## src/rtl/dm_arbiter.sv

```systemverilog
// Round-robin arbiter sharing one single-port data memory among NUM_CORES cores.
//
// Ports:
//   clk, rst      system clock, synchronous active-high reset
//   req/wr/lock   per-core request, write flag and keep-grant flag
//   addr/wdata    flattened per-core address / write data, core k at [k*W +: W]
//   gnt           one-hot combinational grant
//   rvalid/rdata  one-hot registered read-return strobe, shared read data
//   mem_*         single-port memory interface (sync read, 1-cycle latency)
//   conflict_cnt  saturating count of cycles with two or more requesters
module dm_arbiter #(
    parameter int unsigned NUM_CORES = 4,
    parameter int unsigned ADDR_W    = 16,
    parameter int unsigned DATA_W    = 8,
    parameter int unsigned MAX_LOCK  = 16
) (
    input  logic                          clk,
    input  logic                          rst,
    input  logic [NUM_CORES-1:0]          req,
    input  logic [NUM_CORES-1:0]          wr,
    input  logic [NUM_CORES-1:0]          lock,
    input  logic [NUM_CORES*ADDR_W-1:0]   addr,
    input  logic [NUM_CORES*DATA_W-1:0]   wdata,
    output logic [NUM_CORES-1:0]          gnt,
    output logic [NUM_CORES-1:0]          rvalid,
    output logic [DATA_W-1:0]             rdata,
    output logic [ADDR_W-1:0]             mem_addr,
    output logic [DATA_W-1:0]             mem_wdata,
    output logic                          mem_wr,
    input  logic [DATA_W-1:0]             mem_rdata,
    output logic [15:0]                   conflict_cnt
);

    localparam int unsigned IdxW = (NUM_CORES > 1) ? $clog2(NUM_CORES) : 1;
    localparam int unsigned CntW = $clog2(MAX_LOCK + 1);

    typedef enum logic [0:0] {StUnlocked, StLocked} lock_state_e;

    lock_state_e             state_q, state_d;
    logic [IdxW-1:0]         owner_q, owner_d;
    logic [CntW-1:0]         lock_cnt_q, lock_cnt_d;
    logic [IdxW-1:0]         ptr_q, ptr_d;
    logic [NUM_CORES-1:0]    rvalid_q, rvalid_d;
    logic [15:0]             conflict_q, conflict_d;

    logic                    hold;
    logic                    forced;
    logic [NUM_CORES-1:0]    owner_oh;
    logic [NUM_CORES-1:0]    cand;
    logic                    win_found;
    logic [IdxW-1:0]         win_idx;
    logic [IdxW-1:0]         idx;
    logic                    multi_req;

    // State register
    always_ff @(posedge clk) begin
        if (rst) begin
            state_q    <= StUnlocked;
            owner_q    <= '0;
            lock_cnt_q <= '0;
            ptr_q      <= IdxW'(NUM_CORES - 1);
            rvalid_q   <= '0;
            conflict_q <= '0;
        end else begin
            state_q    <= state_d;
            owner_q    <= owner_d;
            lock_cnt_q <= lock_cnt_d;
            ptr_q      <= ptr_d;
            rvalid_q   <= rvalid_d;
            conflict_q <= conflict_d;
        end
    end

    // Arbitration and memory-port outputs
    always_comb begin
        // The owner keeps the port only while it requests and has budget left.
        hold   = (state_q == StLocked) && req[owner_q] && (lock_cnt_q != CntW'(MAX_LOCK));
        forced = (state_q == StLocked) && (lock_cnt_q == CntW'(MAX_LOCK));

        owner_oh          = '0;
        owner_oh[owner_q] = 1'b1;

        // On a forced release the owner steps aside, unless nobody else is waiting.
        cand = req;
        if (forced && |(req & ~owner_oh)) begin
            cand = req & ~owner_oh;
        end

        win_found = 1'b0;
        win_idx   = '0;
        idx       = '0;
        for (int unsigned i = 1; i <= NUM_CORES; i++) begin
            idx = IdxW'((32'(ptr_q) + i) % NUM_CORES);
            if (!win_found && cand[idx]) begin
                win_found = 1'b1;
                win_idx   = idx;
            end
        end

        if (hold) begin
            win_found = 1'b1;
            win_idx   = owner_q;
        end

        if (rst) begin
            win_found = 1'b0;
        end

        gnt          = '0;
        gnt[win_idx] = win_found;

        // With no grant win_idx is 0, so the port shows core 0's fields.
        mem_addr  = addr[32'(win_idx) * ADDR_W +: ADDR_W];
        mem_wdata = wdata[32'(win_idx) * DATA_W +: DATA_W];
        mem_wr    = win_found & wr[win_idx];

        rvalid       = rvalid_q & {NUM_CORES{~rst}};
        rdata        = mem_rdata;
        conflict_cnt = conflict_q;
    end

    // Next-state logic
    always_comb begin
        state_d    = state_q;
        owner_d    = owner_q;
        lock_cnt_d = lock_cnt_q;
        ptr_d      = ptr_q;

        if (win_found) begin
            ptr_d = win_idx;
        end

        if (hold && lock[owner_q]) begin
            state_d    = StLocked;
            lock_cnt_d = lock_cnt_q + CntW'(1);
        end else if (win_found && !hold && lock[win_idx]) begin
            state_d    = StLocked;
            owner_d    = win_idx;
            lock_cnt_d = CntW'(1);
        end else begin
            state_d    = StUnlocked;
            lock_cnt_d = '0;
        end

        rvalid_d = gnt & ~wr;

        multi_req  = |(req & (req - {{(NUM_CORES - 1){1'b0}}, 1'b1}));
        conflict_d = conflict_q;
        if (multi_req && (conflict_q != 16'hFFFF)) begin
            conflict_d = conflict_q + 16'd1;
        end
    end

endmodule

```

## config.mk

```make
export PLATFORM = sky130hd
export DESIGN_NAME = dm_arbiter
export DESIGN_NICKNAME = d
export VERILOG_FILES = /design/src/rtl/dm_arbiter.sv
export SDC_FILE = /design/constraint.sdc
export NUM_CORES = 1
export LEC_CHECK = 0
export CAP_MARGIN = 30
export CORE_ASPECT_RATIO = 1.1
export CORE_MARGIN = 4
export CORE_UTILIZATION = 36
export DETAILED_ROUTE_END_ITERATION = 8
export PLACE_DENSITY = 0.83
export SLEW_MARGIN = 20
export SYNTH_ARGS = -nofsm -noshare
export SYNTH_HDL_FRONTEND = slang
export SYNTH_SLANG_ARGS = --single-unit
```

## constraint.sdc

```tcl
create_clock -name clk -period 3.5 [get_ports clk]
set_input_delay 0.525 -clock clk [delete_from_list [all_inputs] [get_ports clk]]
set_output_delay 0.525 -clock clk [all_outputs]
set_load 0.02 [all_outputs]
```

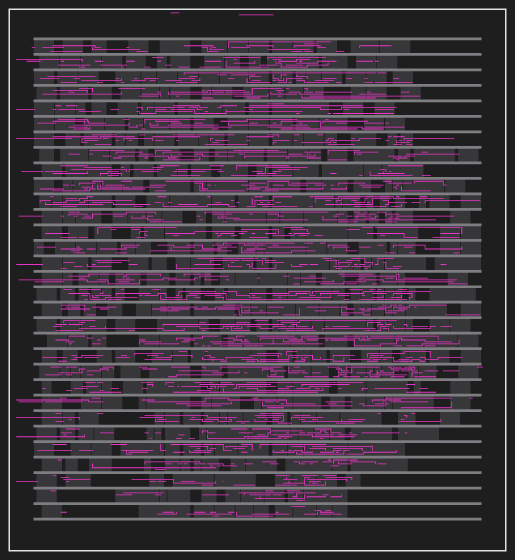
(the metal 1 layer)
Supply wires on this layer in gray. Cells faint in the background.
- longest straight run: 33.6 µm
- main direction: horizontal
- wire length on this layer: 4020 µm
- share of all routed wire: 35%
- nets with wire on the layer: 544

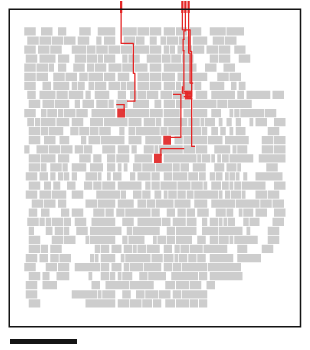
(wires at chosen ports, followed through buffers)
Scale bar: 20 µm.
- rvalid: red (direction output; end cells 4; buffers 4; wire 169 µm)
IO Port Bufs: 158
count of boundary I/O pins: 175

==> notes.md <==
Numbers from the implementation run.

The flow ran to the end, but the final reports show violations. The final reports fail on negative setup slack. The number of setup buffers added after CTS is 17. The final report lists the setup-violating endpoint count as 27. The commonest register cell after synthesis is sky130_fd_sc_hd__dfxtp_1. The detailed router finished its first iteration with 193 violations. The register share of total power is 0.167. The clock root buffer is sky130_fd_sc_hd__clkbuf_8.

Per the final report, the share of cell area in non-clock buffers is 0.429. TritonRoute reported its final design rule violation total as 0. The path with the worst hold slack has its endpoint at conflict_cnt[6]. The average wire length per cell after detail routing is 19.4 µm. The final-layout fill cell count is 441. The power per standard cell area is 476 nW/µm². The count of cells along the worst register-to-register path is 12.

The total grt overflow is 0. Prior to clock tree synthesis, the placed netlist has a worst setup slack of -940 ps. The synthesized net count is approximately 420. In this run the maximum-capacitance check reported violations numbering 0. The relative area of clock buffers and inverters in the final design is 0.0188. The worst setup slack after layout is -309 ps. The vias per cell is 5.50. The internal power is 1.39 mW.

In this run the core area contains 31 standard-cell rows.
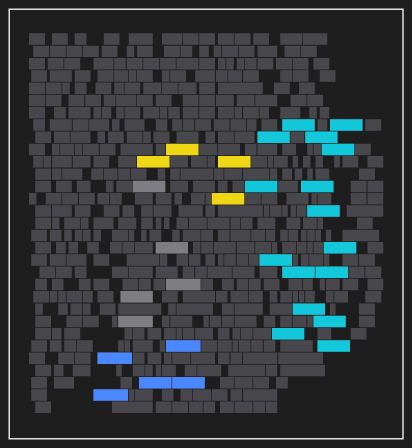
(sequential cells grouped by signal name)
- lock_cnt_q: blue (flops 5)
- rvalid_q: yellow (flops 4)
- conflict_cnt: cyan (flops 16)
- not colored: 5

[power by group through the flow]
stage,Clock [mW],Sequential (mW),Combinational [mW]
after CTS,0.302,0.396,1.54
after global placement,0,0.398,1.38
final,0.298,0.401,1.71
after global routing,0.320,0.404,1.80
after floorplan,0,0.402,0.711
after detailed placement,0,0.402,1.40
[critical path, stage by stage (launching register included)]
cell and delay (ps):
sky130_fd_sc_hd__dfxtp_2 320, sky130_fd_sc_hd__inv_2 60, sky130_fd_sc_hd__ha_4 120, sky130_fd_sc_hd__nand3b_1 170, sky130_fd_sc_hd__o41ai_1 580, sky130_fd_sc_hd__nand4_1 260
sky130_fd_sc_hd__a2111oi_4 440, sky130_fd_sc_hd__a211oi_4 150, sky130_fd_sc_hd__buf_6 160, sky130_fd_sc_hd__buf_16 150, sky130_fd_sc_hd__nor2b_1 170, sky130_fd_sc_hd__a211oi_2 70
sky130_fd_sc_hd__a21oi_1 150, sky130_fd_sc_hd__buf_2 200
[per-layer routing]
layer  vias up  wire length (µm)  part of all wire  track usage
li1       1514                 -                 -            -
met1      1534              4020              0.35        0.257
met5         -                 0                 0            0
met4         0               349             0.030       0.0740
met3        31              1020             0.089       0.0803
met2       172              6090              0.53        0.455
[stage by stage]
stage / hold slack [ps] / cell area (µm²) / setup TNS [ps] / util
2_1_floorplan: 456 / 2480 / 0 / -
3_3_place_gp: 487 / 4430 / -22620 / 0.668
3_5_place_dp: 515 / 4430 / -24000 / 0.668
4_1_cts: 524 / 4850 / -1850 / 0.731
5_1_grt: 559 / 5060 / -10090 / 0.763
6_report: 532 / 5060 / -5480 / 0.763
[cell families after synthesis]
group,count (synthesis),share of synthesized area
compound gates,79,0.233
xor+xnor,16,0.0568
fa+ha+maj,4,0.0193
flops,30,0.243
buf+inv,34,0.0664
simple gates,105,0.235
mux,33,0.146
Power and IR drop assume default switching activity.
